--- src/rtl/uart_imem_loader.sv ---
// Turns the UART RX byte stream into little-endian 32-bit words and writes them into instruction memory from address 0.
// Holds the core in reset until the terminator word arrives.
module uart_imem_loader #(
  parameter int unsigned ADDR_WIDTH     = 10,
  parameter logic [31:0] END_WORD       = 32'hFFFF_FFFF,
  parameter int unsigned TIMEOUT_CYCLES = 200000
) (
  input  logic                  clk,
  input  logic                  rst,
  input  logic                  uart_rx_valid,
  input  logic [7:0]            uart_rx_data,
  input  logic                  uart_rx_break,
  output logic                  imem_we,
  output logic [ADDR_WIDTH-1:0] imem_addr,
  output logic [31:0]           imem_wdata,
  output logic [ADDR_WIDTH:0]   word_count,
  output logic                  write_done,
  output logic                  core_rst,
  output logic                  frame_err,
  output logic                  overflow
);

  localparam int unsigned CNT_W = (TIMEOUT_CYCLES > 1) ? $clog2(TIMEOUT_CYCLES) : 1;
  localparam logic [CNT_W-1:0]      IDLE_LAST = CNT_W'(TIMEOUT_CYCLES - 1);
  localparam logic [CNT_W-1:0]      IDLE_ONE  = CNT_W'(1);
  localparam logic [ADDR_WIDTH-1:0] ADDR_ONE  = ADDR_WIDTH'(1);
  localparam logic [ADDR_WIDTH:0]   COUNT_ONE = (ADDR_WIDTH + 1)'(1);
  localparam logic [ADDR_WIDTH:0]   CAPACITY  = {1'b1, {ADDR_WIDTH{1'b0}}};

  typedef enum logic [1:0] {
    S_LOAD   = 2'd0,
    S_COMMIT = 2'd1,
    S_DONE   = 2'd2
  } state_t;

  state_t                r_state;
  state_t                w_state_nxt;
  logic [1:0]            r_byte_idx;
  logic [23:0]           r_word;
  logic [CNT_W-1:0]      r_idle;
  logic                  r_we;
  logic [ADDR_WIDTH-1:0] r_addr;
  logic [31:0]           r_wdata;
  logic [ADDR_WIDTH:0]   r_word_count;
  logic                  r_done;
  logic                  r_core_rst;
  logic                  r_frame_err;
  logic                  r_overflow;

  logic                  w_active;
  logic                  w_break;
  logic                  w_accept;
  logic                  w_last_byte;
  logic [31:0]           w_word;
  logic                  w_is_end;
  logic                  w_full;
  logic                  w_commit;
  logic                  w_finish;
  logic                  w_partial;
  logic                  w_timeout;

  // BREAK beats a simultaneous byte; nothing is taken once loading has finished.
  assign w_active    = (r_state != S_DONE);
  assign w_break     = w_active & uart_rx_break;
  assign w_accept    = w_active & uart_rx_valid & ~uart_rx_break;
  assign w_last_byte = w_accept & (r_byte_idx == 2'd3);
  assign w_word      = {uart_rx_data, r_word};
  assign w_is_end    = (w_word == END_WORD);
  assign w_full      = (r_word_count == CAPACITY);
  assign w_commit    = w_last_byte & ~w_is_end & ~w_full;
  assign w_finish    = w_last_byte & (w_is_end | w_full);
  assign w_partial   = (r_byte_idx != 2'd0);
  assign w_timeout   = w_active & ~w_accept & ~w_break & w_partial & (r_idle == IDLE_LAST);

  always_ff @(posedge clk) begin
    if (rst) begin
      r_state <= S_LOAD;
    end else begin
      r_state <= w_state_nxt;
    end
  end

  always_comb begin
    w_state_nxt = r_state;
    case (r_state)
      S_LOAD, S_COMMIT: begin
        if (w_last_byte) begin
          w_state_nxt = w_finish ? S_DONE : S_COMMIT;
        end else begin
          w_state_nxt = S_LOAD;
        end
      end
      S_DONE:  w_state_nxt = S_DONE;
      default: w_state_nxt = S_LOAD;
    endcase
  end

  // Byte assembly, BREAK and inter-byte timeout handling.
  always_ff @(posedge clk) begin
    if (rst) begin
      r_byte_idx  <= 2'd0;
      r_word      <= 24'd0;
      r_idle      <= '0;
      r_frame_err <= 1'b0;
    end else if (w_break) begin
      r_byte_idx <= 2'd0;
      r_idle     <= '0;
      if (w_partial) begin
        r_frame_err <= 1'b1;
      end
    end else if (w_accept) begin
      case (r_byte_idx)
        2'd0:    r_word[7:0]   <= uart_rx_data;
        2'd1:    r_word[15:8]  <= uart_rx_data;
        2'd2:    r_word[23:16] <= uart_rx_data;
        default: r_word        <= r_word;
      endcase
      r_byte_idx <= r_byte_idx + 2'd1;
      r_idle     <= '0;
    end else if (w_timeout) begin
      r_byte_idx  <= 2'd0;
      r_idle      <= '0;
      r_frame_err <= 1'b1;
    end else if (w_active && w_partial) begin
      r_idle <= r_idle + IDLE_ONE;
    end else begin
      r_idle <= '0;
    end
  end

  // Memory write port, word counter and completion flags.
  always_ff @(posedge clk) begin
    if (rst) begin
      r_we         <= 1'b0;
      r_addr       <= '0;
      r_wdata      <= 32'd0;
      r_word_count <= '0;
      r_done       <= 1'b0;
      r_core_rst   <= 1'b1;
      r_overflow   <= 1'b0;
    end else begin
      r_we <= w_commit;
      if (w_commit) begin
        r_wdata <= w_word;
      end
      if (r_state == S_COMMIT) begin
        r_addr       <= r_addr + ADDR_ONE;
        r_word_count <= r_word_count + COUNT_ONE;
      end
      if (w_finish) begin
        r_done     <= 1'b1;
        r_core_rst <= 1'b0;
      end
      if (w_last_byte && !w_is_end && w_full) begin
        r_overflow <= 1'b1;
      end
    end
  end

  assign imem_we    = r_we;
  assign imem_addr  = r_addr;
  assign imem_wdata = r_wdata;
  assign word_count = r_word_count;
  assign write_done = r_done;
  assign core_rst   = r_core_rst;
  assign frame_err  = r_frame_err;
  assign overflow   = r_overflow;

endmodule

--- config.mk ---
export PLATFORM = sky130hd
export DESIGN_NAME = uart_imem_loader
export DESIGN_NICKNAME = d
export VERILOG_FILES = /design/src/rtl/uart_imem_loader.sv
export SDC_FILE = /design/constraint.sdc
export NUM_CORES = 1
export LEC_CHECK = 0
export CORE_MARGIN = 2
export CORE_UTILIZATION = 45
export CTS_BUF_LIST = sky130_fd_sc_hd__clkbuf_4 sky130_fd_sc_hd__clkbuf_8
export CTS_CLUSTER_DIAMETER = 50
export DETAILED_ROUTE_END_ITERATION = 10
export PLACE_DENSITY = 0.76
export SETUP_SLACK_MARGIN = 0.02
export SLEW_MARGIN = 5
export SYNTH_ARGS = -nofsm -noshare
export SYNTH_HDL_FRONTEND = slang
export SYNTH_SLANG_ARGS = --single-unit
--- constraint.sdc ---
create_clock -name clk -period 2 [get_ports clk]
set_clock_uncertainty 0.1 [all_clocks]
set_input_delay 0.2 -clock clk [delete_from_list [all_inputs] [get_ports clk]]
set_output_delay 0.2 -clock clk [all_outputs]
set_load 0.01 [all_outputs]
Wiring by layer:
(3 px per um) Only two layers are drawn.
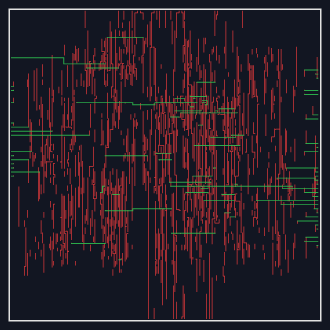
| layer | color | wire length |
|---|---|---|
| met2 | red | 4,910 um |
| met3 | green | 549 um |
wire length reported by the detailed router: 10,200 um
total routing usage reported by global routing: 20.2%
total number of vias: 3,830
average wire per cell in the routed design: 14.0 um

The metal 2 layer:
(4 px per um)
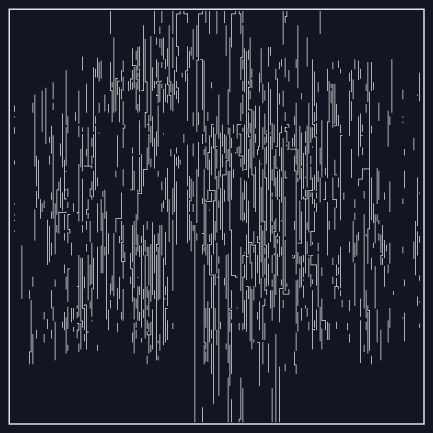
main direction: vertical
nets with wire on the layer: 518
share of all routed wire: 48%
wire length on this layer: 4,910 um
met2 usage in global routing: 34.1%

==> flow_summary.rst <==
Synthesis and place-and-route
=============================

.. list-table::
   :header-rows: 1

   * - Metric
     - Value
   * - CTS Buf Count
     - 9
   * - Hold WC Path Type
     - register to register
   * - DRC violation count after routing
     - 0
   * - Insertion delay of the later-clocked pin in the worst-skew pair
     - 0.38 ns
   * - Instance area after placement
     - 5430 um2
   * - Row count
     - 36
   * - Setup repair after global routing missed its margin
     - yes
   * - Global-route wire length before repair
     - 17,100 um
   * - Dominant comb cell
     - simple AND/OR/NAND/NOR gates
   * - Total leakage power
     - 1.80 nW
   * - Most frequent cells after synthesis
     - nand2_1 (105), dfxtp_1 (104), nand3_1 (40)
   * - Worst hold slack
     - 0.362 ns
   * - Peak ir drop on the vdd network
     - 0.000402 V
   * - # port buffers
     - 69
   * - Reg2Reg Setup Slack
     - 0.12 ns
   * - Ratio of final minimum period to clock period
     - 93.8%
   * - Area Overhead vs Synth
     - 26.6%
   * - Count of instantiated cells in the yosys netlist
     - 509
   * - Total of plain and repair buffers excluding clock buffers
     - 94
   * - Worst hold path startpoint
     - imem_wdata[14]$_SDFFE_PP0P_
   * - Detailed Route Iter0 Violations
     - 128
   * - Number of cells on the worst reg-to-reg path
     - 7
   * - Comb group
     - 0.158 mW
   * - Total power per unit cell area
     - 625 nW/um2
   * - Share of the yosys chip area belonging to registers
     - 46.9%
   * - Number of warnings in the stage logs
     - 32
   * - I/O pin total
     - 70
   * - GRT met3 Usage
     - 5.31%
   * - Sum Neg Setup Slack
     - 0 ns
   * - Fin cells
     - 726
   * - Xor-xnor portion of the synthesized cell area
     - 5.92%
   * - Sequential cell count
     - 104
   * - Instance count on the critical path
     - 7
   * - Outcome
     - finished, final reports clean
   * - Area of the die
     - 10,700 um2
   * - Metal1 wirelength
     - 4540 um
   * - Most common logic cells in the final layout
     - nand2_1 (105), dfxtp_1 (104), clkdlybuf4s50_1 (69), nand3_1 (40), nor2_1 (37)
   * - Combinational group share of total power
     - 4.5%
   * - Antenna diodes
     - 0
No activity file was given, so power comes from the tool's default toggle rates.
